### Floorplan with the power grid

(1 px per um) Pins as bars on the die edge.
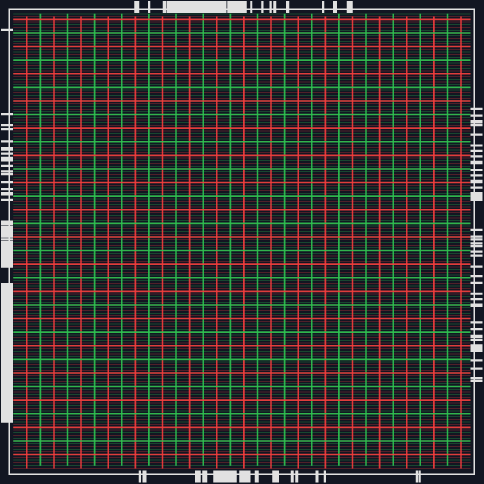
### M4 wires

(1 px per um)
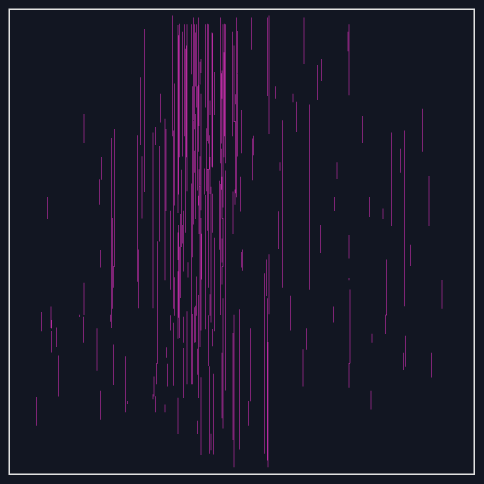
### Congestion heat map

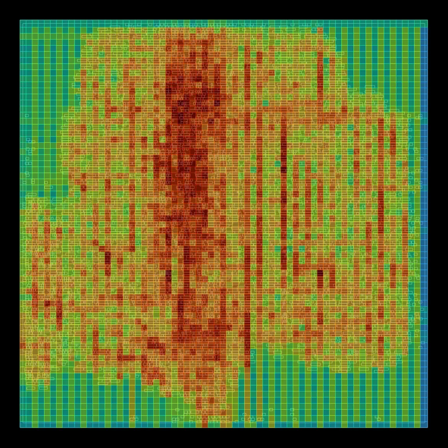
### Clock distribution

(1 px per um)
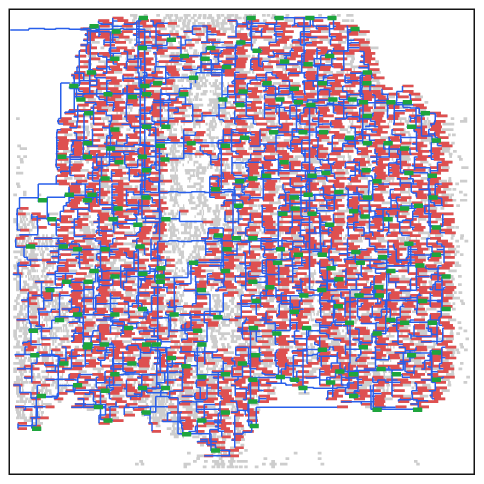
==> config.mk <==
export PLATFORM = sky130hd
export DESIGN_NAME = root_result_collector_flat
export DESIGN_NICKNAME = d
export VERILOG_FILES = /design/src/rtl/root_result_collector_pkg.sv /design/src/rtl/root_result_collector_if.sv /design/src/rtl/root_result_collector_fifo.sv /design/src/rtl/root_result_collector.sv /design/src/flat_wrapper.sv
export SDC_FILE = /design/constraint.sdc
export NUM_CORES = 2
export LEC_CHECK = 0
export CAP_MARGIN = 15
export CORE_MARGIN = 3
export CORE_UTILIZATION = 45
export CTS_CLUSTER_SIZE = 25
export DETAILED_ROUTE_END_ITERATION = 7
export GPL_TIMING_DRIVEN = 0
export PLACE_DENSITY_LB_ADDON = 0.3
export RECOVER_POWER = 25
export SKIP_LAST_GASP = 1
export SLEW_MARGIN = 10
export SYNTH_ARGS = -nofsm -noshare
export SYNTH_HDL_FRONTEND = slang
export SYNTH_HIERARCHICAL = 1
export SYNTH_SLANG_ARGS = --single-unit
==> constraint.sdc <==
create_clock -name clk -period 24.5 [get_ports clk]
set_input_delay 7.35 -clock clk [delete_from_list [all_inputs] [get_ports clk]]
set_output_delay 7.35 -clock clk [all_outputs]
set_load 0.01 [all_outputs]
==> flow_summary.json <==
{
  "synth_top_area_share": 0.658,
  "status": "complete, but fails checks",
  "grt_max_degree": 102,
  "wl_met1_um": 97800,
  "n_tap_cell": 2788,
  "switching_share": 0.300,
  "mux_area_frac": 0.167,
  "setup_viol": 0,
  "drc": 0,
  "synthFlopType": "edfxtp_1",
  "die_area_um2": 215000,
  "cts_buffers": 223,
  "buffers": 849,
  "syn_inst": 5007,
  "comb_power_share": 0.265,
  "gp_routability_congestion": 0.890,
  "top_layer_used": "met5",
  "port_buffers": 364,
  "p_sw_mw": 3.34,
  "top_cells_by_count": "2064 x edfxtp_1, 516 x mux4_2, 445 x nand2_1, 260 x mux2i_1, 236 x dfrtp_1",
  "io_pins": 365,
  "power_frac_seq": 0.430,
  "signal_buffer_area_fraction": 0.0690,
  "htree_levels": 4,
  "max_freq_mhz": 71.4,
  "syn-num-nets": 5217,
  "violations": "capacitance limit, slew limit",
  "max_slew_margin": -0.214,
  "rsz0062_at_grt": "no",
  "fin_ws_ps": 10490,
  "drive_gt1_frac": 0.221,
  "drt_iter0_markers": 5529,
  "path_max_fanout": 10,
  "ys_top_cells_by_area": "edfxtp_1 66%, mux4_2 12%, dfrtp_1 6.3%",
  "root_buffer": "clkbuf_16",
  "critPathRequiredTime_ps": 17150,
  "dpl_cell_area_um2": 104000,
  "grt_pass1_wl_um": 375000,
  "holdPathStages": 2,
  "lay_top_cells": "2064 x edfxtp_1, 516 x mux4_2, 445 x nand2_1",
  "area_growth_pct": 18.4,
  "fin_area_um2": 112000,
  "drv_slew": 8,
  "arrival_ps": 6660,
  "yosys-stat-cells": 5007,
  "ff2ff_setup_slack_ps": 16680,
  "log.warning_count": 33,
  "vias_per_cell": 5.85,
  "post_cts_buffers": 0,
  "seq_share": 0.609,
  "flop-count": 2300,
  "gr-usage-met1": 0.311,
  "logic_area_um2": 25100,
  "clk_pin_slew_ps": 60,
  "syn-cell-area_um2": 94200,
  "sh_comb_area": 0.225,
  "clock_path_buffers": 3,
  "cts_tree": "done",
  "yosys.area_share.simple": 0.0487,
  "ys_area_um2": 94200,
  "ys_top_logic_family": "multiplexers",
  "end_kind": "output port",
  "synth_top_cell_by_area": "edfxtp_1",
  "min_period_ps": 14010,
  "diodes": 4,
  "power_mw": 11.2,
  "yosys.cell_count.top_type": "edfxtp_1",
  "holdWs_ps": 494,
  "regArea_um2": 67900,
  "first_pass_iters": 6,
  "drv_cap": 2,
  "clock_sinks": 2300,
  "reg2reg_depth": 13,
  "largest_cell_class": "flip-flops and latches",
  "clkbuf_count": 278,
  "hold_viol": 0,
  "final_common_cell": "edfxtp_1",
  "floorplan.core_util": 0.454,
  "async_reset_ff_frac": 0.103
}
Back to the opening pictures, 'Floorplan with the power grid':
| net | colour |
|---|---|
| VDD | green |
| VSS | red |
met4 straps: 33
rows: 167
met5 straps: 33
signal pins: 365
Die Y: 464 um
area of the core: 208000 um2
maximum vdd drop: 84.2 uV
die width: 464 um

Back to the opening pictures, 'M4 wires':
main direction: vertical
nets with wire on the layer: 130
share of all routed wire: 5.3%
longest straight run: 220 um
Detailed Route WL: 262000 um
Via Count: 51300

Back to the opening pictures, 'Congestion heat map':
met2 usage: 0.393
Total GRT Usage: 0.242
GR Util met3: 0.0515
wire per inst: 29.8 um

Back to the opening pictures, 'Clock distribution':
[clock wires] blue | length: 25.3 mm
[flip-flops] red | count: 2300
[cells driving clock nets] green | count: 223
flops lie: spread over the die
Clk Latency, worst-skew pair: 870 ps
Clk. pwr: 3.40 mW
Worst Clk Skew: 50.3 ps
Clk pwr share: 0.304

==> critical path, stage by stage, from the launching register on <==
cell             delay, ps
dfrtp_1                360
buf_2                  560
buf_2                  660
inv_2                  180
buf_2                  340
ha_1                   440
a21oi_1                270
a211oi_1               190
o2bb2a_4               270
buf_2                  290
clkbuf_1               430
a211oi_1              1010
clkdlybuf4s50_1        710
==> power by group through the flow <==
stage | combinational, mW | sequential, mW | clock, mW
after floorplan | 1.63 | 4.83 | 0
after global placement | 2.87 | 4.90 | 0
after detailed placement | 3.03 | 4.88 | 0
after CTS | 3.04 | 4.80 | 3.45
after global routing | 3.16 | 4.80 | 3.62
final | 2.96 | 4.80 | 3.40
Power and IR drop assume default switching activity.
